**src/rtl/reg_xfer_seq_pkg.sv**
```systemverilog
// Shared types for the register-transfer sequencer: command opcodes, FSM states, latched command.
// Latency: n/a (types and constants only).
// Backpressure: n/a.
package reg_xfer_seq_pkg;

   localparam int unsigned IDX_W = 4;
   localparam int unsigned NREG  = 16;

   typedef enum logic [1:0] {
      OP_MOV  = 2'b00,
      OP_SWAP = 2'b01,
      OP_CLR  = 2'b10,
      OP_RSV  = 2'b11
   } op_e;

   typedef enum logic [2:0] {
      ST_IDLE = 3'd0,
      ST_T1   = 3'd1,
      ST_T2   = 3'd2,
      ST_T3   = 3'd3,
      ST_DONE = 3'd4
   } state_e;

   typedef struct packed {
      op_e              op;
      logic [IDX_W-1:0] ra;
      logic [IDX_W-1:0] rb;
   } cmd_t;

endpackage

```
**src/rtl/dec4to16.sv**
```systemverilog
// 4-to-16 one-hot decoder with enable; used for register load and bus-drive selects.
// Latency: combinational.
// Backpressure: none.
module dec4to16 (
   input  logic [3:0]  idx_i,
   input  logic        en_i,
   output logic [15:0] onehot_o
);

   // drive exactly one bit when enabled, nothing otherwise
   always_comb begin
      onehot_o = '0;
      if (en_i) begin
         onehot_o[idx_i] = 1'b1;
      end
   end

endmodule

```
**src/rtl/reg_xfer_seq.sv**
```systemverilog
// Control sequencer for a single-bus register file: MOV, SWAP (through temp Y) and CLR.
// Latency: start accepted at edge N -> done at N+2 (MOV/CLR), N+4 (SWAP), N+1 (reserved, with err).
// Backpressure: busy is high outside IDLE; start is ignored until the FSM is back in IDLE.
module reg_xfer_seq
   import reg_xfer_seq_pkg::*;
(
   input  logic        clk,
   input  logic        clr_n,
   input  logic        start,
   input  logic [1:0]  op,
   input  logic [3:0]  ra,
   input  logic [3:0]  rb,
   output logic        busy,
   output logic        done,
   output logic        err,
   output logic [15:0] Rin,
   output logic [15:0] Rout,
   output logic        BAout,
   output logic        Yin,
   output logic        Yout
);

   state_e           state_q;
   state_e           state_d;
   cmd_t             cmd_q;
   logic             accept;

   logic             rin_en;
   logic [IDX_W-1:0] rin_idx;
   logic             rout_en;
   logic [IDX_W-1:0] rout_idx;

   // a command is only taken while idle; everything else ignores start
   assign accept = (state_q == ST_IDLE) && start;

   // state register, reset asynchronously back to IDLE
   always_ff @(posedge clk or negedge clr_n) begin
      if (!clr_n) begin
         state_q <= ST_IDLE;
      end else begin
         state_q <= state_d;
      end
   end

   // latch the command fields at accept so later input changes cannot disturb it
   always_ff @(posedge clk or negedge clr_n) begin
      if (!clr_n) begin
         cmd_q <= '0;
      end else if (accept) begin
         cmd_q.op <= op_e'(op);
         cmd_q.ra <= ra;
         cmd_q.rb <= rb;
      end
   end

   // next-state: only SWAP walks through T2/T3, reserved op skips straight to DONE
   always_comb begin
      state_d = state_q;
      unique case (state_q)
         ST_IDLE: begin
            if (start) begin
               state_d = (op_e'(op) == OP_RSV) ? ST_DONE : ST_T1;
            end
         end
         ST_T1:   state_d = (cmd_q.op == OP_SWAP) ? ST_T2 : ST_DONE;
         ST_T2:   state_d = ST_T3;
         ST_T3:   state_d = ST_DONE;
         ST_DONE: state_d = ST_IDLE;
         default: state_d = ST_IDLE;
      endcase
   end

   // output decode from registered state and latched fields only
   always_comb begin
      busy     = (state_q != ST_IDLE);
      done     = 1'b0;
      err      = 1'b0;
      BAout    = 1'b0;
      Yin      = 1'b0;
      Yout     = 1'b0;
      rin_en   = 1'b0;
      rin_idx  = '0;
      rout_en  = 1'b0;
      rout_idx = '0;
      unique case (state_q)
         ST_T1: begin
            unique case (cmd_q.op)
               OP_MOV: begin
                  rout_en  = 1'b1;
                  rout_idx = cmd_q.rb;
                  rin_en   = 1'b1;
                  rin_idx  = cmd_q.ra;
               end
               OP_SWAP: begin
                  // park Ra in Y before it gets overwritten in T2
                  rout_en  = 1'b1;
                  rout_idx = cmd_q.ra;
                  Yin      = 1'b1;
               end
               OP_CLR: begin
                  // R0 drives the bus but BAout forces its value to zero
                  rout_en  = 1'b1;
                  rout_idx = '0;
                  BAout    = 1'b1;
                  rin_en   = 1'b1;
                  rin_idx  = cmd_q.ra;
               end
               default: ;
            endcase
         end
         ST_T2: begin
            rout_en  = 1'b1;
            rout_idx = cmd_q.rb;
            rin_en   = 1'b1;
            rin_idx  = cmd_q.ra;
         end
         ST_T3: begin
            Yout    = 1'b1;
            rin_en  = 1'b1;
            rin_idx = cmd_q.rb;
         end
         ST_DONE: begin
            done = 1'b1;
            err  = (cmd_q.op == OP_RSV);
         end
         default: ;
      endcase
   end

   dec4to16 u_dec_rin (
      .idx_i    (rin_idx),
      .en_i     (rin_en),
      .onehot_o (Rin)
   );

   dec4to16 u_dec_rout (
      .idx_i    (rout_idx),
      .en_i     (rout_en),
      .onehot_o (Rout)
   );

endmodule

```
**config.mk**
```make
export PLATFORM = sky130hd
export DESIGN_NAME = reg_xfer_seq
export DESIGN_NICKNAME = d
export VERILOG_FILES = /design/src/rtl/reg_xfer_seq_pkg.sv /design/src/rtl/dec4to16.sv /design/src/rtl/reg_xfer_seq.sv
export SDC_FILE = /design/constraint.sdc
export NUM_CORES = 1
export LEC_CHECK = 0
export CORE_MARGIN = 5
export CORE_UTILIZATION = 46
export DETAILED_ROUTE_END_ITERATION = 8
export GPL_TIMING_DRIVEN = 1
export PLACE_DENSITY = 0.85
export RECOVER_POWER = 100
export SYNTH_ARGS = -nofsm -noshare
export SYNTH_HDL_FRONTEND = slang
export SYNTH_SLANG_ARGS = --single-unit
```
**constraint.sdc**
```tcl
create_clock -name clk -period 5.6 [get_ports clk]
set_input_delay 0.84 -clock clk [delete_from_list [all_inputs] [get_ports clk]]
set_output_delay 0.84 -clock clk [all_outputs]
set_load 0.03 [all_outputs]
```
==> Slide: Implementation Results <==
Implementation Results

Worst setup path
  • Worst path depth: 5
  • Worst Setup End Kind: primary output
  • Slowest CP cell: a2111oi_0
  • Crit path largest cell delay: ~0.80 ns
  • Crit start category: flip-flop
  • Worst Path Buf+Inv: 1

CTS
  • Clock root cell: clkbuf_4
  • Hold Buf Count CTS: 0
  • Clk ins delay skew pair: about 0.27 ns
  • CTS resizes: 0

Cells and area
  • Layout cells sized above 1: 0.09845

Synth
  • Yosys Instances: around 150
  • Leading area contributor after synthesis: dfrtp_1
  • Yosys cell types: 45

STA
  • Total Neg Setup Slack: 0 ns
  • Final clock skew: around 0.0018 ns
  • Slew Limit Fails: 0
  • # setup viols final: 0
  • Final worst-path cycle share: 0.7272
  • Slew at the pin closest to its max-slew limit: 0.8837 ns

Global route
  • Largest net degree at the start of global routing: 22
  • Antenna violations before repair: 0
  • First-pass GRT wire length: ~6.1 mm

Detailed routing
  • Via density: approximately 6.0
  • Initial drt markers: 106
  • ANT nets after route: 0

Floorplan
  • Die X: approximately 60 µm
  • Rows: 18

Outcome
  • Status: complete, no violations

Power
  • Static Leak: ~0.74 nW
==> how the worst max path moves through the flow <==
stage	start	endpoint	slack, ns
final	state_q[1]	Rin[8]	1.53
after global routing	state_q[1]	Rin[8]	1.15
after CTS	state_q[1]	Rout[7]	1.81
after detailed placement	state_q[1]	Rout[7]	2.12
after global placement	state_q[1]	Rout[10]	2.24
after floorplan	state_q[1]	Rin[3]	2.05
==> kinds of logic after synthesis <==
logic type / synth area share
AND/OR/NAND/NOR: 0.3550
AND-OR/OR-AND: 0.2624
buffers and inverters: 0.05968
flip-flops: 0.2675
multiplexers: 0.05555
==> final cells by class <==
type	count	area (µm²)
inverters	7	26.28
clock inverters	1	5.005
clock buffers	3	22.52
multi-input cells	119	812.0
well taps	30	37.54
flip-flops and latches	13	325.3
fillers	198	770.7
repair buffers	50	500.5
==> per-stage QoR <==
stage          instance area (µm²)  total power (W)  worst slack [ns]  std cells
2_1_floorplan                 1216        0.0005414             2.049        147
3_3_place_gp                  1708        0.0006647             2.235        219
3_5_place_dp                  1708        0.0006815             2.120        219
4_1_cts                       1735        0.0007409             1.808        223
5_1_grt                       1729        0.0007879             1.152        223
6_report                      1729        0.0007272             1.528        223
==> tightest hold or removal path: stages, from the launching register on <==
cell,delay [ns]
dfrtp_1,0.42
inv_1,0.11
o21ai_0,0.09
==> synthesized netlist by cell type (all sizes together) (3+ instances only) <==
library cell  number
dfrtp             13
nor2              13
nor3              13
nand2             10
nor3b              9
o21ai              9
and3               8
a21oi              7
inv                7
buf                6
mux2               6
nand2b             6
and2               5
a2111oi            4
a32oi              3
o2bb2ai            3
==> per-layer routing <==
layer | up-vias | track usage | share of wire
met4 | 0 | 0.05152 | 0
met5 | - | 0 | 0
li1 | 648 | - | -
met3 | 0 | 0.02725 | 0.078
met2 | 55 | 0.3671 | 0.52
met1 | 628 | 0.2707 | 0.40
==> flip-flops by register name (all words and copies together), names as in the netlist <==
register / count
state_q: 3
cmd_q: 10
==> where the power goes <==
group          total [W]  switching, W  internal (W)  leakage, nW
clock          0.0000569     0.0000304     0.0000265       0.0177
combinational   0.000427      0.000256      0.000171        0.559
sequential      0.000243      0.000106      0.000137        0.159
total           0.000727      0.000393      0.000334        0.736
**Routing congestion map**

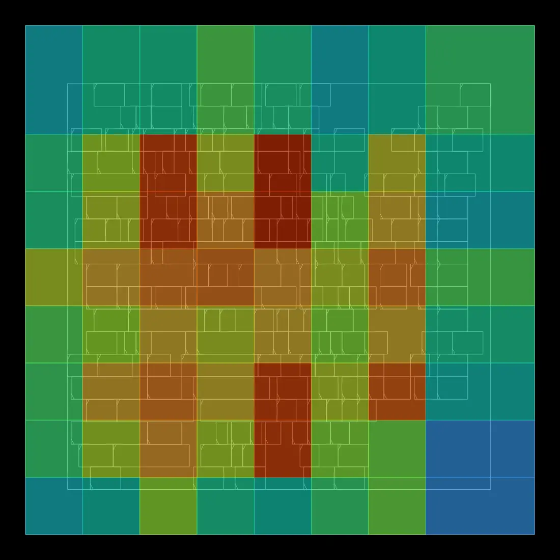
busiest layer in global routing: met2
Routed wire per std cell: 16.47 µm
Global Route Usage Sum: 0.2086

**Wires at chosen ports, followed through buffers**

The bar under the picture is 20 µm long.
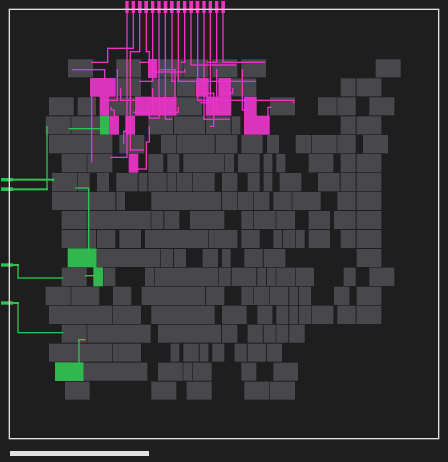
| port | color | bits | direction | end cells | buffers | wire |
|---|---|---|---|---|---|---|
| Rout | magenta | 16 | output | 16 | 16 | 340 µm |
| rb | green | 4 | input | 4 | 4 | 64.8 µm |
port bufs: 50
I/O Pins: 51

**Layout detail**

The bar under the picture is 10 µm long. Region (3, 3) to (28, 28) µm. Cells in gray, sequential cells in the stronger gray; small squares are vias.
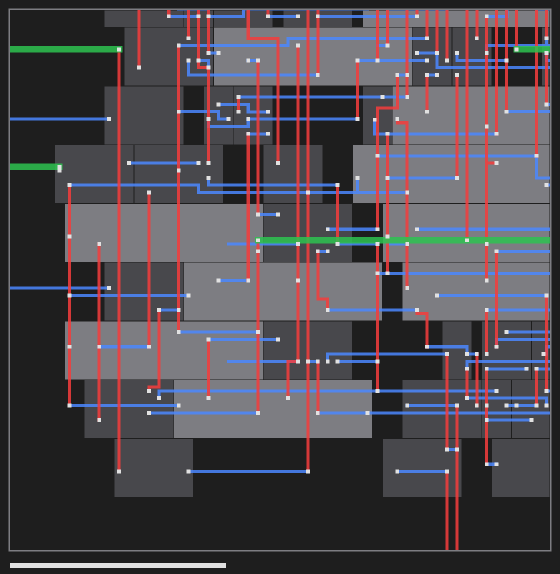
| layer | color |
|---|---|
| metal 3 | green |
| metal 2 | red |
| metal 1 | blue |
most frequent: dfrtp_1 (9), mux2_2 (5), clkdlybuf4s50_1 (5)
sequential cells in the window: 9
cells with their middle in the window: 32
netlist names of flops here include: cmd_q (6), state_q (3)

**Logic cells by family**

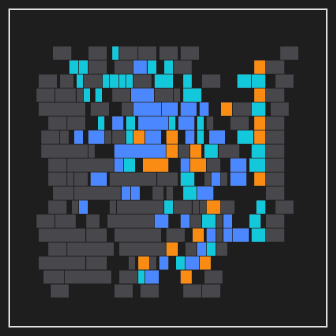
| family | color | cells | most used |
|---|---|---|---|
| nor cells | cyan | 39 | nor2_1 |
| aoi and oai cells | blue | 35 | o21ai_0 |
| and/or cells | orange | 18 | and3_1 |
most common cell after layout, fill and taps aside: dlygate4sd3_1
combinational share of cell area: 0.4696

**Register map, names as in the netlist**

The bar under the picture is 20 µm long. Other cells in gray.
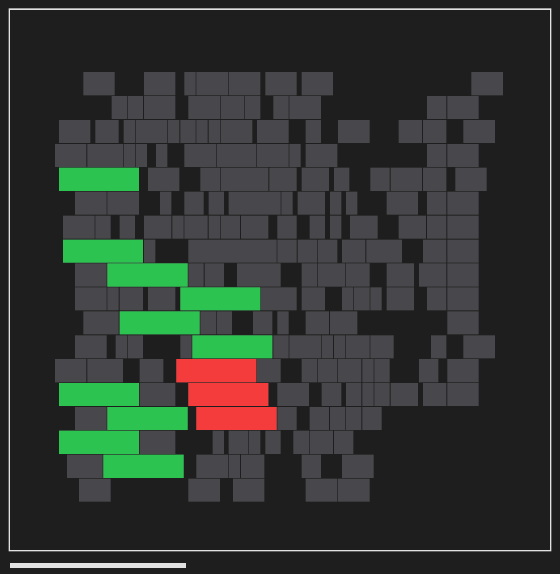
| signal | color | sequential cells |
|---|---|---|
| state_q | red | 3 |
| cmd_q | green | 10 |
sequential cell area: 325.3 µm²
post-layout util: 0.6917
sequential share of cell area: 0.1881
sequential logic power: 0.000243 W

Power and IR drop assume default switching activity.
